### Placement density heat map, run 1

Scale bar: 20 um. The die is cut into 9 by 9 equal tiles; black is low, pale yellow is high, 0 to 100% covered.
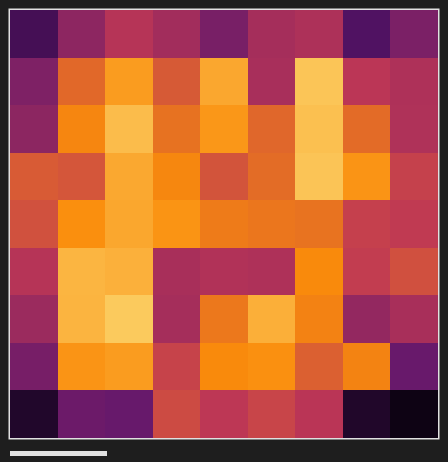
### Congestion heat map, run 1

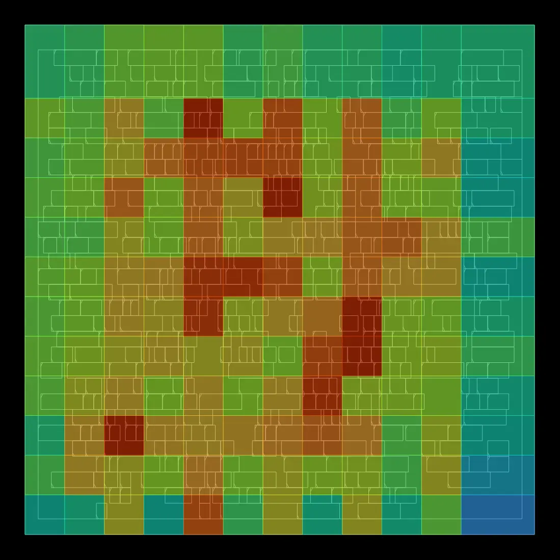
### Met2 routing, run 1

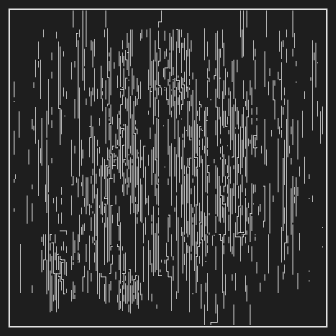
### Met1 routing, run 1

Scale bar: 20 um.
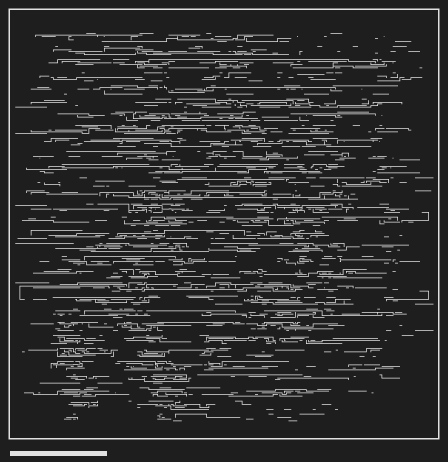
===== src/rtl/misapp_pkg.sv =====
// Shared definitions for the misapplication drive logic: monitor state encodings,
// default clock frequency and clock-cycle conversion helpers.
package misapp_pkg;

  typedef enum logic [1:0] {
    S_IDLE  = 2'b00,
    S_TRACK = 2'b01,
    S_ALARM = 2'b10,
    S_LOST  = 2'b11
  } mon_state_t;

  localparam int unsigned     DEFAULT_CLK_FREQ = 125_000_000;
  localparam longint unsigned MS_PER_SEC       = 64'd1000;
  localparam longint unsigned SEC_PER_MIN      = 64'd60;

  function automatic longint unsigned cycles_per_ms(input longint unsigned clk_freq);
    return clk_freq / MS_PER_SEC;
  endfunction

  function automatic longint unsigned cycles_per_sec(input longint unsigned clk_freq);
    return clk_freq;
  endfunction

  function automatic logic [3:0] sat_inc4(input logic [3:0] v);
    return (v == 4'hF) ? v : v + 4'd1;
  endfunction

  function automatic logic [31:0] sat_inc32(input logic [31:0] v);
    return (v == 32'hFFFF_FFFF) ? v : v + 32'd1;
  endfunction

endpackage


===== src/rtl/beat_sync_edge.sv =====
// Brings the asynchronous pulse-sensor beat into the clk domain and emits a
// registered one-cycle event on each rising edge; a held level gives one event.
module beat_sync_edge (
  input  logic clk,
  input  logic rst_n,
  input  logic beat_in,
  output logic beat_evt
);

  logic sync1;
  logic sync2;
  logic sync3;

  // NOTE: sync1/sync2 form the metastability chain; only sync2 onward may feed logic.
  always_ff @(posedge clk) begin
    if (!rst_n) begin
      sync1    <= 1'b0;
      sync2    <= 1'b0;
      sync3    <= 1'b0;
      beat_evt <= 1'b0;
    end else begin
      sync1    <= beat_in;
      sync2    <= sync1;
      sync3    <= sync2;
      beat_evt <= sync2 & ~sync3;
    end
  end

endmodule


===== src/rtl/bpm_flag_monitor.sv =====
// Heart-rate monitor: measures inter-beat interval and raises a debounced bpm_flag
// on abnormal rate (and, with BPM_MON_TIMEOUT_EN defined, on lost pulse).
module bpm_flag_monitor
  import misapp_pkg::*;
#(
  parameter int unsigned CLK_FREQ    = DEFAULT_CLK_FREQ,
  parameter int unsigned BPM_HIGH    = 120,
  parameter int unsigned BPM_LOW     = 40,
  parameter int unsigned REFRACT_MS  = 200,
  parameter int unsigned TIMEOUT_SEC = 3,
  parameter int unsigned CONSEC_N    = 3
) (
  input  logic        clk,
  input  logic        rst_n,
  input  logic        mon_en,
  input  logic        beat_in,
  output logic        bpm_flag,
  output logic [31:0] ibi_cycles,
  output logic        ibi_valid,
  output logic [1:0]  mon_state
);

  localparam longint unsigned CLK_HZ = 64'(CLK_FREQ);

  // A fast heart rate means a short interval, hence BPM_HIGH sets the lower IBI bound.
  localparam logic [31:0] IBI_MIN     = 32'(CLK_HZ * SEC_PER_MIN / 64'(BPM_HIGH));
  localparam logic [31:0] IBI_MAX     = 32'(CLK_HZ * SEC_PER_MIN / 64'(BPM_LOW));
  localparam logic [31:0] REFRACT_CYC = 32'(64'(REFRACT_MS) * cycles_per_ms(CLK_HZ));
  localparam logic [3:0]  CONSEC_LIM  = 4'(CONSEC_N);
`ifdef BPM_MON_TIMEOUT_EN
  localparam logic [31:0] TIMEOUT_CYC = 32'(64'(TIMEOUT_SEC) * cycles_per_sec(CLK_HZ));
`endif

  if (CONSEC_N < 1 || CONSEC_N > 15 || BPM_LOW >= BPM_HIGH || TIMEOUT_SEC == 0) begin : g_bad_cfg
    $error("bpm_flag_monitor: illegal parameter set");
  end

  logic        beat_evt;
  mon_state_t  state_q, state_d;
  logic [31:0] ibi_cnt_q, ibi_cnt_d;
  logic [3:0]  abn_q, abn_d;
  logic [3:0]  norm_q, norm_d;
  logic [31:0] ibi_cycles_d;
  logic        ibi_valid_d;

  logic        abnormal;
  logic        in_refract;
  logic [3:0]  abn_inc;
  logic [3:0]  norm_inc;

  beat_sync_edge u_beat_sync_edge (
    .clk      (clk),
    .rst_n    (rst_n),
    .beat_in  (beat_in),
    .beat_evt (beat_evt)
  );

  assign abnormal   = (ibi_cnt_q < IBI_MIN) || (ibi_cnt_q > IBI_MAX);
  assign in_refract = (ibi_cnt_q < REFRACT_CYC);
  assign abn_inc    = sat_inc4(abn_q);
  assign norm_inc   = sat_inc4(norm_q);
  assign mon_state  = state_q;

  // NOTE: every always_comb output is defaulted first so no path can infer a latch.
  always_comb begin
    state_d      = state_q;
    ibi_cnt_d    = sat_inc32(ibi_cnt_q);
    abn_d        = abn_q;
    norm_d       = norm_q;
    ibi_cycles_d = ibi_cycles;
    ibi_valid_d  = 1'b0;

    if (!mon_en) begin
      state_d   = S_IDLE;
      ibi_cnt_d = '0;
      abn_d     = '0;
      norm_d    = '0;
    end else begin
      case (state_q)
        S_IDLE: begin
          ibi_cnt_d = '0;
          if (beat_evt) begin
            state_d   = S_TRACK;
            ibi_cnt_d = 32'd1;
          end
        end

        S_TRACK, S_ALARM: begin
          if (beat_evt && !in_refract) begin
            ibi_cnt_d    = 32'd1;
            ibi_cycles_d = ibi_cnt_q;
            ibi_valid_d  = 1'b1;
            if (abnormal) begin
              abn_d  = abn_inc;
              norm_d = '0;
              if (state_q == S_TRACK && abn_inc >= CONSEC_LIM) state_d = S_ALARM;
            end else begin
              norm_d = norm_inc;
              abn_d  = '0;
              if (state_q == S_ALARM && norm_inc >= CONSEC_LIM) state_d = S_TRACK;
            end
          end
`ifdef BPM_MON_TIMEOUT_EN
          // Checked only when no beat is accepted, so a coincident beat wins.
          else if (ibi_cnt_q == TIMEOUT_CYC) begin
            state_d = S_LOST;
          end
`endif
        end

`ifdef BPM_MON_TIMEOUT_EN
        S_LOST: begin
          if (beat_evt) begin
            state_d   = S_ALARM;
            ibi_cnt_d = 32'd1;
            norm_d    = '0;
          end
        end
`endif

        default: begin
          state_d   = S_IDLE;
          ibi_cnt_d = '0;
          abn_d     = '0;
          norm_d    = '0;
        end
      endcase
    end
  end

  // NOTE: state uses non-blocking assignments so all registers update from the same pre-edge values.
  always_ff @(posedge clk) begin
    if (!rst_n) begin
      state_q    <= S_IDLE;
      ibi_cnt_q  <= '0;
      abn_q      <= '0;
      norm_q     <= '0;
      ibi_cycles <= '0;
      ibi_valid  <= 1'b0;
      bpm_flag   <= 1'b0;
    end else begin
      state_q    <= state_d;
      ibi_cnt_q  <= ibi_cnt_d;
      abn_q      <= abn_d;
      norm_q     <= norm_d;
      ibi_cycles <= ibi_cycles_d;
      ibi_valid  <= ibi_valid_d;
      bpm_flag   <= (state_d == S_ALARM) || (state_d == S_LOST);
    end
  end

endmodule


===== config.mk =====
export PLATFORM = sky130hd
export DESIGN_NAME = bpm_flag_monitor
export DESIGN_NICKNAME = d
export VERILOG_FILES = /design/src/rtl/misapp_pkg.sv /design/src/rtl/beat_sync_edge.sv /design/src/rtl/bpm_flag_monitor.sv
export SDC_FILE = /design/constraint.sdc
export NUM_CORES = 1
export LEC_CHECK = 0
export CAP_MARGIN = 20
export CORE_MARGIN = 2
export CORE_UTILIZATION = 56
export CTS_CLUSTER_DIAMETER = 40
export CTS_CLUSTER_SIZE = 16
export DETAILED_ROUTE_END_ITERATION = 6
export PLACE_DENSITY_LB_ADDON = 0.12
export SYNTH_ARGS = -nofsm -noshare
export SYNTH_HDL_FRONTEND = slang
export SYNTH_HIERARCHICAL = 1
export SYNTH_SLANG_ARGS = --single-unit

===== constraint.sdc =====
create_clock -name clk -period 4 [get_ports clk]
set_input_delay 1 -clock clk [delete_from_list [all_inputs] [get_ports clk]]
set_output_delay 1 -clock clk [all_outputs]
set_load 0.05 [all_outputs]

==> metrics.cfg, run 1 <==
[yosys]
yosys-top-cells-count=dfxtp_1, a21oi_1, nor2_1, nor2b_1, mux2i_1
aoi_share_pct=17.4
most_common_cell=dfxtp_1
mux_share_pct=5.74
synth.ff_latch_count=80

[cts]
root_buffer=clkbuf_8
cts_setup_buffers=0
htree_num_levels=3
cts.clk_slew.worst_paths_ps=80
cts_hold_buf=0
cts_tree=yes

[power_and_ir_drop]
p_leak_nw=1.61

[global_route]
grt_pass1_vias=3139
grt_pass1_wl_um=15100

[critical_path]
path_class=flip-flop to flip-flop
crit_path_start_kind=flip-flop
cp_top_family=AND-OR/OR-AND gates

[sta]
hold_ws_ps=458
slew_violations=0

[detailed_routing]
antenna_left=0

[run_status]
outcome=finished clean

-- 'Placement density heat map' (at the start) --
25% of the tiles are over 75% full. The emptiest ninth of the die: south-east. The densest ninth of the die: west. The mean over all tiles is 57%.
Init Core Util: 58.4%
Core Area: 0.00687 mm2
final core occ: 67.2%

-- 'Congestion heat map' (at the start) --
met1 Track Usage GR: 34.4%
GRT Overall Usage: 24.6%
per-cell routed wire length: 15.6 um

-- 'Met2 routing' (at the start) --
The layer holds 46% of the routed length. The longest straight run is 34.7 um. The wires run mostly vertical. The layer carries 4,250 um of wire.
grt met2 use: 37.9%
Vias: 3,534

-- 'Met1 routing' (at the start) --
The wires run mostly horizontal. The longest straight run is 41.4 um. The layer carries 4,310 um of wire. 463 nets have wire on it.
final WL: 9160 um

run 1: layout make-up:
| cell class | instances | area [um2] | area share (%) |
|---|---|---|---|
| multi-input combinational | 339 | 2230 | 48.3 |
| sequential | 80 | 1600 | 34.7 |
| timing repair buffer | 43 | 420 | 9.11 |
| clock buffer | 9 | 124 | 2.68 |
| tap | 96 | 120 | 2.60 |
| inverter | 16 | 60.1 | 1.30 |
| clock inverter | 5 | 58.8 | 1.27 |
run 1: path summary, 6_finish.rpt:
path | start | end | slack, ps | depth (start not counted)
worst max-delay path | ibi_cnt_q[31]$_SDFFE_PN0P_ | ibi_cnt_q[19]$_SDFFE_PN0P_ | 960 | 8
worst min-delay path | u_beat_sync_edge/sync1$_SDFF_PN0_ | u_beat_sync_edge/sync2$_SDFF_PN0_ | 460 | 1
worst min register to register | u_beat_sync_edge/sync1$_SDFF_PN0_ | u_beat_sync_edge/sync2$_SDFF_PN0_ | 460 | 1
worst max register to register | ibi_cnt_q[31]$_SDFFE_PN0P_ | ibi_cnt_q[19]$_SDFFE_PN0P_ | 960 | 8
run 1: where the power goes:
part	internal [W]	total [W]	switching [W]
sequential	0.000797	0.000799	0.00000154
clock	0.000282	0.000577	0.000294
combinational	0.0000113	0.0000264	0.0000151
run 1: registers in the layout (all words and copies together) (netlist names):
name                       flops
abn_q                          4
ibi_valid                      1
u_beat_sync_edge/beat_evt      1
u_beat_sync_edge/sync2         1
norm_q                         4
mon_state                      2
bpm_flag                       1
u_beat_sync_edge/sync1         1
ibi_cnt_q                     32
ibi_cycles                    32
u_beat_sync_edge/sync3         1
run 1: layer usage:
layer	up-vias	track usage [%]	share of wire, %
li1	1735	-	-
met4	0	7.71	1.2
met5	-	0	0
met3	14	5.60	5.4
met1	1666	34.4	47
met2	119	37.9	46
### Wire density map, run 1

Scale bar: 20 um. The die is cut into 18 by 18 equal tiles; black is low, pale yellow is high, scaled to the fullest tile. Values are wire area over tile area, all layers added.
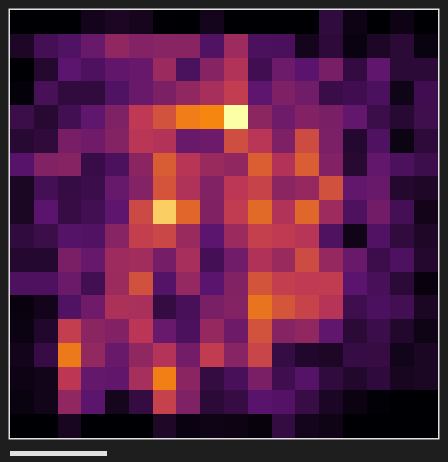

## Run 2: what changed since run 1
CORE_UTILIZATION = 51   (was 56)
clock period = 2.5 ns   (was 4 ns; I/O delays follow)
### Wire density map, run 2

Scale bar: 20 um. The die is cut into 19 by 19 equal tiles; black is low, pale yellow is high, scaled to the fullest tile. Values are wire area over tile area, all layers added.
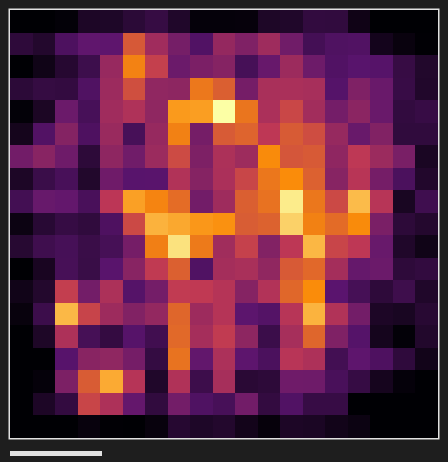
The densest ninth of the die: center. The emptiest ninth of the die: south-east. 9.7% of the tiles are nearly empty. The mean over all tiles is 0.20. The fullest tile reaches 0.64. 20% of the tiles are over half the peak.
GRT Overall Usage: 22.9%
final WL: 10,700 um
per-cell routed wire length: 16.6 um
Vias: 3,796

==> metrics.cfg, run 2 <==
[run_status]
outcome=complete, but fails checks
failed_checks=setup timing

[floorplan]
fp_util_pct=52.2
tapCellCount=102

[cts]
cts_tree=yes
cts.clk_slew.worst_paths_ps=90

[sta]
hold_ws_ps=451
finalSetupViolations=55
fin_ws_ps=-114
slew_violations=0

[critical_path]
reg2regPathDepth=9
r2r_end=ibi_cycles[8]$_SDFFE_PN0P_
path_class=flip-flop to flip-flop

[power_and_ir_drop]
clkPwrFrac_pct=42.9
netSwitchingFraction_pct=21.8
p_leak_nw=1.99
power_frac_comb_pct=2.1

[global_route]
grt_pass1_wl_um=15800
grt_pass1_vias=3361

[layout]
fin_util_pct=69.5
layout.area.comb_mm2=0.00239
buf_share_pct=17.9

### Congestion heat map, run 2

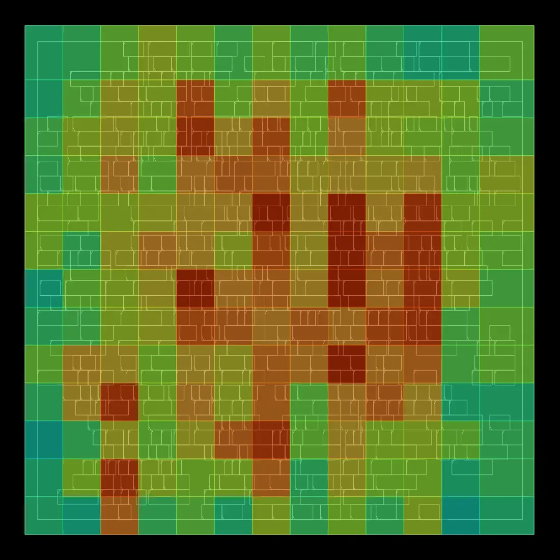
grt met2 use: 35.0%
gr busiest metal: met2

run 2: cell count changes in the layout (fill, tap and decap cells not counted), sizes merged:
| cell | change |
|---|---|
| a31o | +1 |
| buf | +45 |
| clkbuf | +8 |
| clkinv | -1 |
| clkinvlp | +1 |
| inv | -1 |
run 2: routing by layer:
layer	global-route usage, %	part of all wire [%]	vias up
li1	-	-	1840
met1	31.5	45	1800
met2	35.0	48	144
met3	4.64	5.2	12
met4	9.80	1.5	0
met5	0	0	-
run 2: logic make-up after synthesis:
| logic type | share of synthesized area, % |
|---|---|
| AND-OR/OR-AND | 17.4 |
| XOR/XNOR | 2.84 |
| adder cells (fa/ha/maj) | 2.18 |
| buffers and inverters | 4.80 |
| flip-flops | 39.9 |
| multiplexers | 5.74 |
| AND/OR/NAND/NOR | 27.1 |
run 2: worst max-delay path by stage:
stage,startpoint,endpoint,slack (ps),cells past startpoint
2_1_floorplan,ibi_cnt_q[28]$_SDFFE_PN0P_,ibi_cnt_q[31]$_SDFFE_PN0P_,80,9
3_3_place_gp,ibi_cnt_q[28]$_SDFFE_PN0P_,abn_q[2]$_SDFFE_PN0P_,-70,9
3_5_place_dp,ibi_cnt_q[28]$_SDFFE_PN0P_,bpm_flag$_SDFF_PN0_,-90,9
4_1_cts,ibi_cnt_q[28]$_SDFFE_PN0P_,abn_q[3]$_SDFFE_PN0P_,20,8
5_1_grt,ibi_cnt_q[28]$_SDFFE_PN0P_,ibi_cycles[8]$_SDFFE_PN0P_,-170,9
6_report,ibi_cnt_q[28]$_SDFFE_PN0P_,ibi_cycles[8]$_SDFFE_PN0P_,-110,9
run 2: critical path, cell delays in order (launching register included):
cell and delay [ps]:
dfxtp_1 310, or4_4 550, or3_4 340, a211o_1 330, buf_4 160, o2111ai_4 210, buf_6 170, buf_12 140
mux2i_1 210, nor2b_1 80
### Placement density heat map, run 2

Scale bar: 20 um. The die is cut into 9 by 9 equal tiles; black is low, pale yellow is high, 0 to 100% covered.
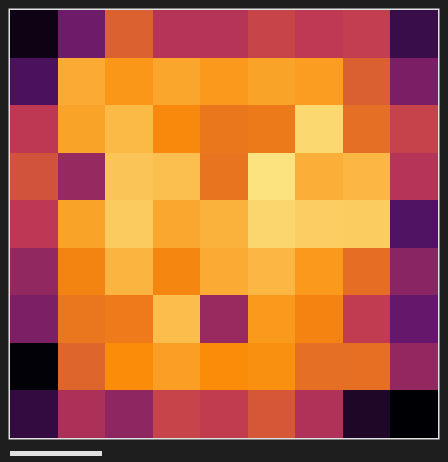

## Run 3: what changed since run 2
CORE_UTILIZATION = 50   (was 51)
PLACE_DENSITY = 0.71   (was default)
PLACE_DENSITY_LB_ADDON = default   (was 0.12)
### Placement density heat map, run 3

Scale bar: 20 um. The die is cut into 9 by 9 equal tiles; black is low, pale yellow is high, 0 to 100% covered.
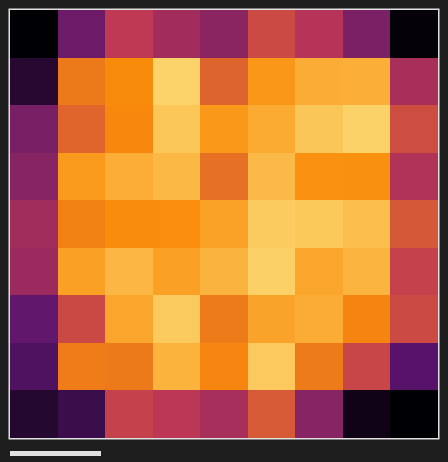
The mean over all tiles is 61%. 42% of the tiles are over 75% full. 3.7% of the tiles are nearly empty. The densest ninth of the die: center.
final core occ: 70.7%
Core Area: 0.00777 mm2
Init Core Util: 51.7%

==> metrics.cfg, run 3 <==
[cts]
numCtsBuffers=9
cts_setup_buffers=2
clock_sinks=80
htree_num_levels=3
cts_hold_buf=0
root_buffer=clkbuf_8
cts.clk_slew.worst_paths_ps=80
cts_tree=yes

[detailed_routing]
wl_per_cell_um=17.4
drc_errors=0
antenna_left=0

[run_status]
failed_checks=setup timing
outcome=complete, but fails checks

[critical_path]
path_class=flip-flop to flip-flop
end_kind=flip-flop
crit_path_start_kind=flip-flop
reg2regPathDepth=9

[power_and_ir_drop]
p_leak_nw=2.00
power.density_mw_per_mm2=436

[min_path]
min_delay_path_depth=1
hp-class=flip-flop to flip-flop

[sta]
fin_tns_setup_ps=-1810
slew_violations=0
hold_ws_ps=449
hold_viol_final=0
fin_ws_ps=-64.0
timing.slew.headroom_pct=65.0
finalSetupViolations=56

[global_route]
overflow=0
grt_pass1_vias=3629
grt_pass1_wl_um=17600
antenna_found_initial=0
track_usage_pct=25.3

[layout]
layout.cells.non_filler=651
layout.area.comb_mm2=0.00247
ff_latch_area_mm2=0.00161
num-fill-cells=588
largestRegisters=ibi_cnt_q x32, ibi_cycles x32
area_delta_synth_final_pct=36.8

[yosys]
synth.area.top_cells=dfxtp_1, mux2i_1, nor2b_1
netlist.top_cell.by_area=dfxtp_1
ys.flop_type=dfxtp_1
most_common_cell=dfxtp_1
synth.ff_latch_count=80
yosys-top-cells-count=dfxtp_1, a21oi_1, nor2_1, nor2b_1, mux2i_1

[placement]
dpl_worst_slack_ps=-89.4
gp_congestion=0.860

[run]
warning_count=31

[floorplan]
ios=40

### Met1 routing, run 3

Scale bar: 20 um.
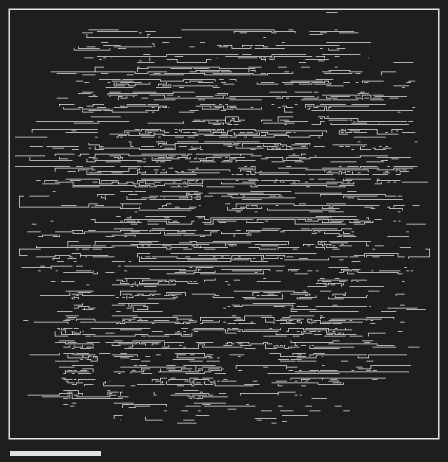
The wires run mostly horizontal. 523 nets have wire on it. The layer holds 44% of the routed length. The longest straight run is 35.0 um.
met1 Track Usage GR: 32.9%
Vias: 3,871
final WL: 11,300 um

[run 3: final timing paths]
kind | from | endpoint | slack, ps
hold / removal | u_beat_sync_edge/sync1$_SDFF_PN0_ | u_beat_sync_edge/sync2$_SDFF_PN0_ | 450
setup reg to reg | ibi_cnt_q[30]$_SDFFE_PN0P_ | ibi_cnt_q[31]$_SDFFE_PN0P_ | -60
setup / recovery | ibi_cnt_q[30]$_SDFFE_PN0P_ | ibi_cnt_q[31]$_SDFFE_PN0P_ | -60
hold reg to reg | u_beat_sync_edge/sync1$_SDFF_PN0_ | u_beat_sync_edge/sync2$_SDFF_PN0_ | 450
[run 3: power by group]
group	internal [W]	total, W	switching, W
combinational	0.0000228	0.0000502	0.0000274
sequential	0.00128	0.00128	0.00000221
clock	0.000588	0.00107	0.000478
total	0.00189	0.00239	0.000508
[run 3: cell families after synthesis]
logic type | after synthesis | share of synthesized area, %
simple gates | 190 | 27.1
flops | 80 | 39.9
mux | 23 | 5.74
fa+ha+maj | 7 | 2.18
buf+inv | 43 | 4.80
xor+xnor | 13 | 2.84
compound gates | 106 | 17.4
[run 3: worst max-delay path, stage by stage, from the launching register on]
cell and delay, ps:
dfxtp_2 330, or4_4 540, or3_4 350, a211o_1 300, o21ai_4 240, buf_12 180
buf_6 100, nand4_4 140, a31oi_1 200, o21a_1 140
[run 3: area by class of cell]
type	count	share of cell area, %
clock inverter	5	1.46
inverter	16	1.09
sequential	80	29.2
clock buffer	11	2.58
timing repair buffer	97	18.3
tap	102	2.33
multi-input combinational	340	45.0
[run 3: routing by layer]
metal / GRT usage (%) / vias up / share of wire (%)
met5: 0 / - / 0
met4: 10.3 / 0 / 1.9
met3: 4.27 / 21 / 5.1
met2: 41.5 / 143 / 49
met1: 32.9 / 1857 / 44
li1: - / 1850 / -
No activity file was given, so power comes from the tool's default toggle rates.
